[src/rtl/uart_sched_pkg.sv]
`default_nettype none
// ---------------------------------------------------------------------------
// uart_sched_pkg : shared types and defaults for the UART TX frame scheduler
// Rev 1.0
// ---------------------------------------------------------------------------
package uart_sched_pkg;

    localparam int c_NUM_REQ_DEFAULT         = 4;
    localparam int c_BYTES_PER_FRAME_DEFAULT = 2;
    localparam int c_GUARD_CYCLES_DEFAULT    = 50;
    localparam int c_BYTE_W                  = 8;

    typedef enum logic [1:0] {
        S_IDLE  = 2'd0,
        S_SEND  = 2'd1,
        S_GUARD = 2'd2
    } state_t;

    // v is at most 2*n-2 at every call site, so one subtraction is enough.
    function automatic int rr_wrap(input int v, input int n);
        return (v >= n) ? (v - n) : v;
    endfunction

endpackage
`default_nettype wire

[src/rtl/uart_tx_scheduler_rr_picker.sv]
`default_nettype none
// ---------------------------------------------------------------------------
// rr_picker : combinational round-robin select starting at i_ptr
// Rev 1.0
// ---------------------------------------------------------------------------
module rr_picker
    import uart_sched_pkg::*;
#(
    parameter int NUM_REQ = c_NUM_REQ_DEFAULT
) (
    input  logic [NUM_REQ-1:0]         i_req,
    input  logic [$clog2(NUM_REQ)-1:0] i_ptr,
    output logic [$clog2(NUM_REQ)-1:0] o_idx,
    output logic                       o_valid,
    output logic [NUM_REQ-1:0]         o_onehot
);

    localparam int c_PTR_W = $clog2(NUM_REQ);

    logic [c_PTR_W-1:0] w_cand [NUM_REQ];

    generate
        for (genvar k = 0; k < NUM_REQ; k++) begin : g_cand
            assign w_cand[k] = c_PTR_W'(rr_wrap(int'(i_ptr) + k, NUM_REQ));
        end
    endgenerate

    // Scan from the farthest offset down so the nearest pending requester wins.
    always_comb begin
        o_idx   = '0;
        o_valid = 1'b0;
        for (int k = NUM_REQ - 1; k >= 0; k--) begin
            if (i_req[w_cand[k]]) begin
                o_idx   = w_cand[k];
                o_valid = 1'b1;
            end
        end
    end

    assign o_onehot = o_valid ? (NUM_REQ'(1) << o_idx) : '0;

endmodule
`default_nettype wire

[src/rtl/uart_tx_scheduler.sv]
`default_nettype none
// ---------------------------------------------------------------------------
// uart_tx_scheduler : round-robin sharing of one UART byte transmitter
// Optional inter-frame guard gap enabled by macro UART_SCHED_GUARD_EN. Rev 1.0
// ---------------------------------------------------------------------------
module uart_tx_scheduler
    import uart_sched_pkg::*;
#(
    parameter int NUM_REQ         = c_NUM_REQ_DEFAULT,
    parameter int BYTES_PER_FRAME = c_BYTES_PER_FRAME_DEFAULT,
    parameter int GUARD_CYCLES    = c_GUARD_CYCLES_DEFAULT
) (
    input  logic                                     clk,
    input  logic                                     rst_n,
    input  logic [NUM_REQ-1:0]                       req,
    input  logic [NUM_REQ*BYTES_PER_FRAME*8-1:0]     frame_data,
    output logic [NUM_REQ-1:0]                       grant,
    output logic [NUM_REQ-1:0]                       done,
    output logic                                     busy,
    output logic [7:0]                               tx_data,
    output logic                                     tx_start,
    input  logic                                     tx_done
);

    localparam int c_PTR_W   = $clog2(NUM_REQ);
    localparam int c_IDX_W   = (BYTES_PER_FRAME > 1) ? $clog2(BYTES_PER_FRAME) : 1;
    localparam int c_FRAME_W = BYTES_PER_FRAME * c_BYTE_W;
    localparam logic [c_IDX_W-1:0] c_LAST_IDX = c_IDX_W'(BYTES_PER_FRAME - 1);

    state_t                r_state,    w_state_nxt;
    logic [c_PTR_W-1:0]    r_ptr,      w_ptr_nxt;
    logic [c_IDX_W-1:0]    r_idx,      w_idx_nxt;
    logic [c_FRAME_W-1:0]  r_buf,      w_buf_nxt;
    logic [NUM_REQ-1:0]    r_grant,    w_grant_nxt;
    logic [NUM_REQ-1:0]    r_done,     w_done_nxt;
    logic                  r_tx_start, w_tx_start_nxt;
    logic [c_BYTE_W-1:0]   r_tx_data,  w_tx_data_nxt;

`ifdef UART_SCHED_GUARD_EN
    localparam int c_GCNT_W = $clog2(GUARD_CYCLES + 1);
    localparam logic [c_GCNT_W-1:0] c_GCNT_LAST = c_GCNT_W'(GUARD_CYCLES - 1);
    logic [c_GCNT_W-1:0]   r_gcnt,     w_gcnt_nxt;
`else
    logic w_unused_guard;
    assign w_unused_guard = (GUARD_CYCLES > 0);
`endif

    logic [c_PTR_W-1:0]    w_win;
    logic                  w_win_vld;
    logic [NUM_REQ-1:0]    w_win_oh;
    logic [c_PTR_W-1:0]    w_win_inc;
    logic [c_FRAME_W-1:0]  w_frames [NUM_REQ];
    logic [c_FRAME_W-1:0]  w_win_frame;

    rr_picker #(
        .NUM_REQ (NUM_REQ)
    ) u_picker (
        .i_req    (req),
        .i_ptr    (r_ptr),
        .o_idx    (w_win),
        .o_valid  (w_win_vld),
        .o_onehot (w_win_oh)
    );

    generate
        for (genvar g = 0; g < NUM_REQ; g++) begin : g_frames
            assign w_frames[g] = frame_data[g*c_FRAME_W +: c_FRAME_W];
        end
    endgenerate

    assign w_win_frame = w_frames[w_win];
    assign w_win_inc   = (w_win == c_PTR_W'(NUM_REQ - 1)) ? '0 : (w_win + c_PTR_W'(1));

    // The buffer holds the not-yet-sent bytes, shifted down so the next is always at [7:0].
    always_comb begin
        w_state_nxt    = r_state;
        w_ptr_nxt      = r_ptr;
        w_idx_nxt      = r_idx;
        w_buf_nxt      = r_buf;
        w_grant_nxt    = r_grant;
        w_done_nxt     = '0;
        w_tx_start_nxt = 1'b0;
        w_tx_data_nxt  = r_tx_data;
`ifdef UART_SCHED_GUARD_EN
        w_gcnt_nxt     = r_gcnt;
`endif
        case (r_state)
            S_IDLE: begin
                if (w_win_vld) begin
                    w_tx_data_nxt  = w_win_frame[c_BYTE_W-1:0];
                    w_buf_nxt      = w_win_frame >> c_BYTE_W;
                    w_grant_nxt    = w_win_oh;
                    w_tx_start_nxt = 1'b1;
                    w_idx_nxt      = '0;
                    w_ptr_nxt      = w_win_inc;
                    w_state_nxt    = S_SEND;
                end
            end
            S_SEND: begin
                // A done coinciding with our own start pulse belongs to the previous byte.
                if (tx_done && !r_tx_start) begin
                    if (r_idx == c_LAST_IDX) begin
                        w_done_nxt  = r_grant;
                        w_grant_nxt = '0;
                        w_idx_nxt   = '0;
`ifdef UART_SCHED_GUARD_EN
                        w_gcnt_nxt  = '0;
                        w_state_nxt = S_GUARD;
`else
                        w_state_nxt = S_IDLE;
`endif
                    end else begin
                        w_idx_nxt      = r_idx + c_IDX_W'(1);
                        w_tx_data_nxt  = r_buf[c_BYTE_W-1:0];
                        w_buf_nxt      = r_buf >> c_BYTE_W;
                        w_tx_start_nxt = 1'b1;
                    end
                end
            end
            S_GUARD: begin
`ifdef UART_SCHED_GUARD_EN
                if (r_gcnt == c_GCNT_LAST) begin
                    w_gcnt_nxt  = '0;
                    w_state_nxt = S_IDLE;
                end else begin
                    w_gcnt_nxt  = r_gcnt + c_GCNT_W'(1);
                end
`else
                w_state_nxt = S_IDLE;
`endif
            end
            default: w_state_nxt = S_IDLE;
        endcase
    end

    always_ff @(posedge clk or negedge rst_n) begin
        if (!rst_n) begin
            r_state    <= S_IDLE;
            r_ptr      <= '0;
            r_idx      <= '0;
            r_buf      <= '0;
            r_grant    <= '0;
            r_done     <= '0;
            r_tx_start <= 1'b0;
            r_tx_data  <= '0;
`ifdef UART_SCHED_GUARD_EN
            r_gcnt     <= '0;
`endif
        end else begin
            r_state    <= w_state_nxt;
            r_ptr      <= w_ptr_nxt;
            r_idx      <= w_idx_nxt;
            r_buf      <= w_buf_nxt;
            r_grant    <= w_grant_nxt;
            r_done     <= w_done_nxt;
            r_tx_start <= w_tx_start_nxt;
            r_tx_data  <= w_tx_data_nxt;
`ifdef UART_SCHED_GUARD_EN
            r_gcnt     <= w_gcnt_nxt;
`endif
        end
    end

    assign grant    = r_grant;
    assign done     = r_done;
    assign busy     = (r_state != S_IDLE);
    assign tx_data  = r_tx_data;
    assign tx_start = r_tx_start;

endmodule
`default_nettype wire

[config.mk]
export PLATFORM = sky130hd
export DESIGN_NAME = uart_tx_scheduler
export DESIGN_NICKNAME = d
export VERILOG_FILES = /design/src/rtl/uart_sched_pkg.sv /design/src/rtl/uart_tx_scheduler_rr_picker.sv /design/src/rtl/uart_tx_scheduler.sv
export SDC_FILE = /design/constraint.sdc
export NUM_CORES = 1
export LEC_CHECK = 0
export ABC_AREA = 0
export CAP_MARGIN = 40
export CELL_PAD_IN_SITES_DETAIL_PLACEMENT = 1
export CELL_PAD_IN_SITES_GLOBAL_PLACEMENT = 1
export CORE_MARGIN = 4
export CORE_UTILIZATION = 32
export DETAILED_ROUTE_END_ITERATION = 7
export PLACE_DENSITY_LB_ADDON = 0.12
export RECOVER_POWER = 25
export SLEW_MARGIN = 20
export SYNTH_ARGS = -nofsm -noshare
export SYNTH_HDL_FRONTEND = slang
export SYNTH_SLANG_ARGS = --single-unit
[constraint.sdc]
create_clock -name clk -period 5.08 [get_ports clk]
set_input_delay 0.762 -clock clk [delete_from_list [all_inputs] [get_ports clk]]
set_output_delay 0.762 -clock clk [all_outputs]
set_load 0.02 [all_outputs]
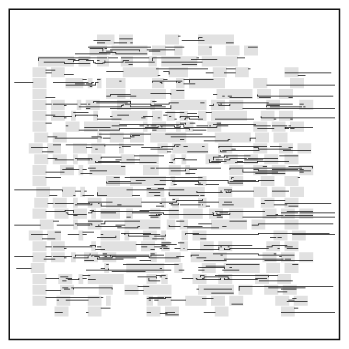
Figure 1: run 1, the metal 1 layer.
Scale: 4 px per um.
The layer holds 44% of the routed length. 270 nets have wire on it. The wires run mostly horizontal.
met1 Usage GRT: 0.199
routed vias: 1567
Total Wirelength: 5070 um

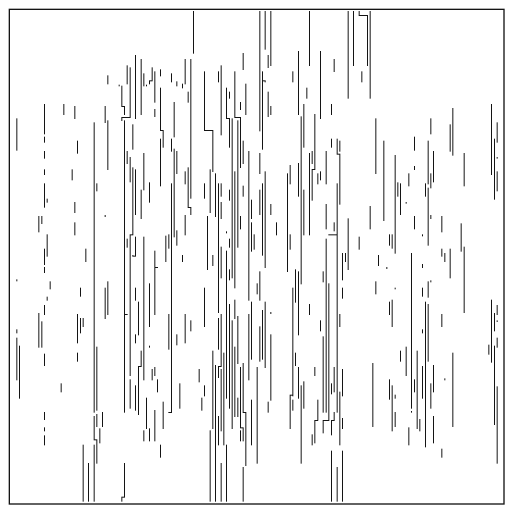
Figure 2: run 1, signal wires on met2.
Scale: 6 px per um.
The layer carries 2160 um of wire. 267 nets have wire on it. The wires run mostly vertical. The longest straight run is 48.6 um. The layer holds 43% of the routed length.
global-route met2 utilization: 0.244

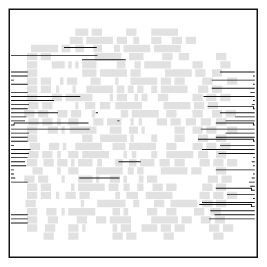
Figure 3: run 1, met3 routing.
Scale: 3 px per um.
70 nets have wire on it. The wires run mostly horizontal. The longest straight run is 28.5 um.
met3 usage: 0.0618

==> out/qor.csv, run 1 <==
stage,metric,value,unit
worst_setup_path,start_kind,primary input,
power,p_sw_frac,0.379,
synth,synthCells,159,
layout,seq_share,0.259,
timing,setup_viol,0,
hold_path,hp-class,reg2reg,
synth,synth_area,1760,um^2
timing,skew,0.00660,ns
outcome,status,"finished, violations left",
layout,buf_share,0.326,
layout,fin_util,0.538,
power,p_leak,1.28,nW
synth,ys_seq_frac,0.412,
cts,cts_max_path_buffers,2,
layout,sh_comb_area,0.339,
cts,post_cts_resized,0,
floorplan,dieWidth,82.2,um
synth,ys_cells,159,
outcome,violations,"max-capacitance violations, max-slew violations",
layout,fin_nets,323,
detailed_routing,first_pass_iters,4,
floorplan,die-area,6760,um^2
layout,layout_top_cells,"clkdlybuf4s50_1 (87), mux2i_1 (41), dfrtp_1 (29)",
power,top_power_group,combinational logic,
detailed_routing,met2WireLength,2160,um
worst_setup_path,r2r_cells,7,
layout,drive_above_1_share,0.0723,
power,power_frac_comb,0.533,
timing,slew_headroom,-0.0415,
worst_setup_path,crit_buf_inv,2,
synth,synth_area_per_cell,11.1,um^2
global_routing,grt_pass1_wl,8070,um
layout,antenna_cells,0,
cts,post_cts_buffers,0,
layout,inverters,6,
worst_setup_path,critical_path_arrival,3.17,ns
synth,ys.flop_type,dfrtp_1,
timing,max_freq,0.332,GHz
worst_setup_path,reg2reg_slack,2.57,ns
placement,hpwlAfterDp,4100,um
placement,dp_cells,311,
power,p_per_area,448,nW/um^2
detailed_routing,routedWlPerCell,15.9,um
synth,yosys-top-cells-count,"mux2i_1 (41), dfrtp_1 (29), nand2_1 (17)",
floorplan,ios,89,
global_routing,busiest_layer,met2,
job,warnings,29,
global_routing,grt-ovfl-total,0,
global_routing,grt_max_degree,30,
worst_setup_path,endpoint,tx_data[5]$_DFFE_PN0P_,
timing,slew_violations,30,
detailed_routing,wl_met3,620,um
hold_path,hold_end,r_buf[3]$_DFFE_PN0P_,
synth,adder_share,0.0284,
worst_setup_path,r2r_end,tx_data[5]$_DFFE_PN0P_,
detailed_routing,drc,0,
synth,synthSimpleGateAreaFrac,0.116,
worst_setup_path,crit_family,buffers and inverters,
placement,pre_cts_slack,1.73,ns
layout,largest_class,multi-input combinational cells,
cts,clk_latency,0.28,ns
synth,ys.flops,29,
power,total_power,1.26,mW
cts,numCtsBuffers,5,
layout,area.sequential,726,um^2
global_routing,antenna_found_initial,0,
worst_setup_path,critPathMaxStageDelay,0.60,ns
power,p_seq,0.378,mW
detailed_routing,drt_iter0_drc,44,
timing,hold_violations,0,
worst_setup_path,cp_common_cell,mux2i_1,
layout,comb_cells,114,
power,p_sw,0.476,mW
job,drv_cap,1,
worst_setup_path,worst_setup_path_end_kind,flip-flop,
synth,yosysChipArea,1760,um^2
detailed_routing,drtAntennaViolNets,0,
layout,fin_area,2800,um^2
Figure 4. Track usage over the die (run 1).
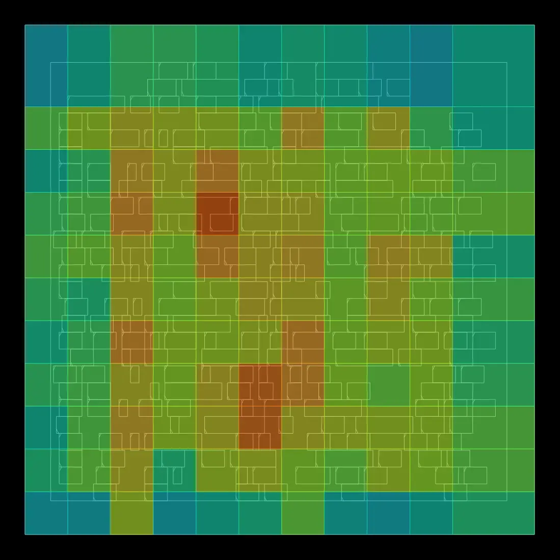

## Run 2: what changed since run 1
- CORE_UTILIZATION: 32 -> 27
- clock period: 5.08 -> 2.6 ns (I/O delays scaled with it)
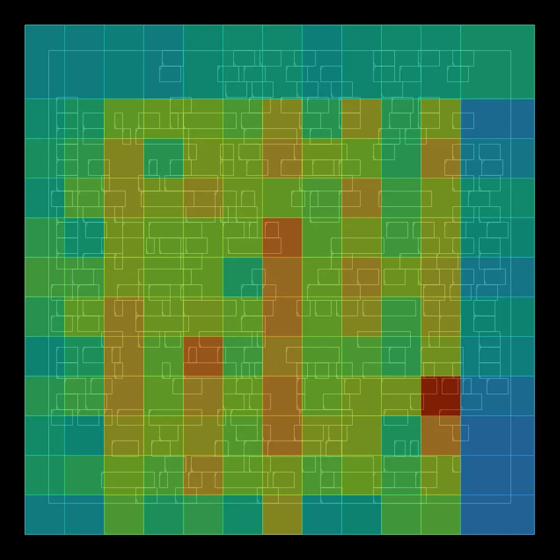
Figure 5: run 2, track usage over the die.
gr busiest metal: met2
met3 usage: 0.0354
global-route met2 utilization: 0.202
met1 Usage GRT: 0.181
GRT Total Usage: 0.133

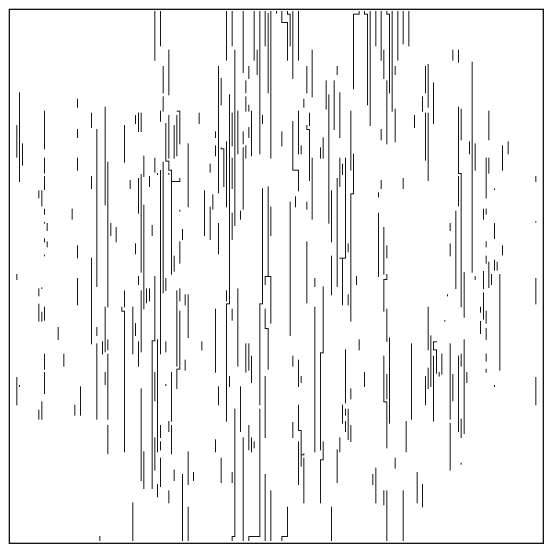
Figure 6: run 2, signal wires on met2.
Scale: 6 px per um.
The longest straight run is 35.0 um. The layer carries 2270 um of wire. 269 nets have wire on it. The wires run mostly vertical.
Total Wirelength: 5050 um
routed vias: 1574

==> run 2 against run 1 <==
Compared with the run above: the flow still finishes with violations (max-capacitance violations, max-slew violations); count of clock-buffer cells in the layout increased by 1; synthesized cell count did not move; combinational power grew 100%; flip-flop count stayed put; clock skew shrank 0.0052 ns; register-to-register slack worse by 1.9 ns; total power rose by 95%; first-iteration DRC count shrank 45%; cell area increased by 1.3%; non-clock buffer count is 6 higher; critical endpoint is now r_buf[4]$_DFFE_PN0P_.
==> out/qor.csv, run 2 <==
stage,metric,value,unit,change
outcome,status,"finished, violations left",,
outcome,violations,"max-capacitance violations, max-slew violations",,
worst_setup_path,reg2reg_slack,0.70,ns,-1.87 ns
synth,yosysChipArea,1760,um^2,unchanged
synth,yosys-top-cells-count,"mux2i_1 (41), dfrtp_1 (29), nand2_1 (17)",,
synth,ys_seq_frac,0.412,,unchanged
placement,dp_cells,324,,+4.2%
power,p_leak,1.30,nW,+1.4%
layout,drive_above_1_share,0.0824,,+0.0101
timing,slew_headroom,-0.0628,,-0.0213
global_routing,antenna_found_initial,0,,unchanged
synth,ys.flop_type,dfrtp_1,,
power,top_power_group,combinational logic,,
timing,slew_violations,30,,unchanged
layout,buf_share,0.340,,+0.0133
cts,numCtsBuffers,5,,unchanged
detailed_routing,wl_met3,442,um,-29%
cts,cts_max_path_buffers,2,,unchanged
detailed_routing,routedWlPerCell,15.2,um,-4.2%
detailed_routing,met2WireLength,2270,um,+5.4%
layout,inverters,6,,unchanged
worst_setup_path,critPathMaxStageDelay,0.47,ns,-0.13 ns
layout,fin_nets,329,,+1.9%
detailed_routing,drtAntennaViolNets,0,,unchanged
synth,ys.flops,29,,unchanged
hold_path,hold_end,r_buf[3]$_DFFE_PN0P_,,
cts,post_cts_resized,0,,unchanged
floorplan,die-area,7880,um^2,+17%
worst_setup_path,crit_buf_inv,2,,unchanged
layout,antenna_cells,0,,unchanged
layout,comb_cells,114,,unchanged
worst_setup_path,endpoint,r_buf[4]$_DFFE_PN0P_,,
floorplan,ios,89,,unchanged
worst_setup_path,worst_setup_path_end_kind,flip-flop,,
detailed_routing,drc,0,,unchanged
job,warnings,29,,unchanged
job,drv_cap,1,,unchanged
worst_setup_path,crit_family,buffers and inverters,,
worst_setup_path,r2r_end,r_buf[4]$_DFFE_PN0P_,,
detailed_routing,first_pass_iters,4,,unchanged
worst_setup_path,critical_path_arrival,2.26,ns,-0.91 ns
power,p_per_area,862,nW/um^2,+92%
power,p_sw,0.934,mW,+96%
worst_setup_path,start_kind,primary input,,
synth,synth_area_per_cell,11.1,um^2,unchanged
power,p_seq,0.730,mW,+93%
layout,fin_util,0.447,,-0.0912
layout,fin_area,2840,um^2,+1.3%
power,p_sw_frac,0.382,,+0.00295
Power and IR drop assume default switching activity.
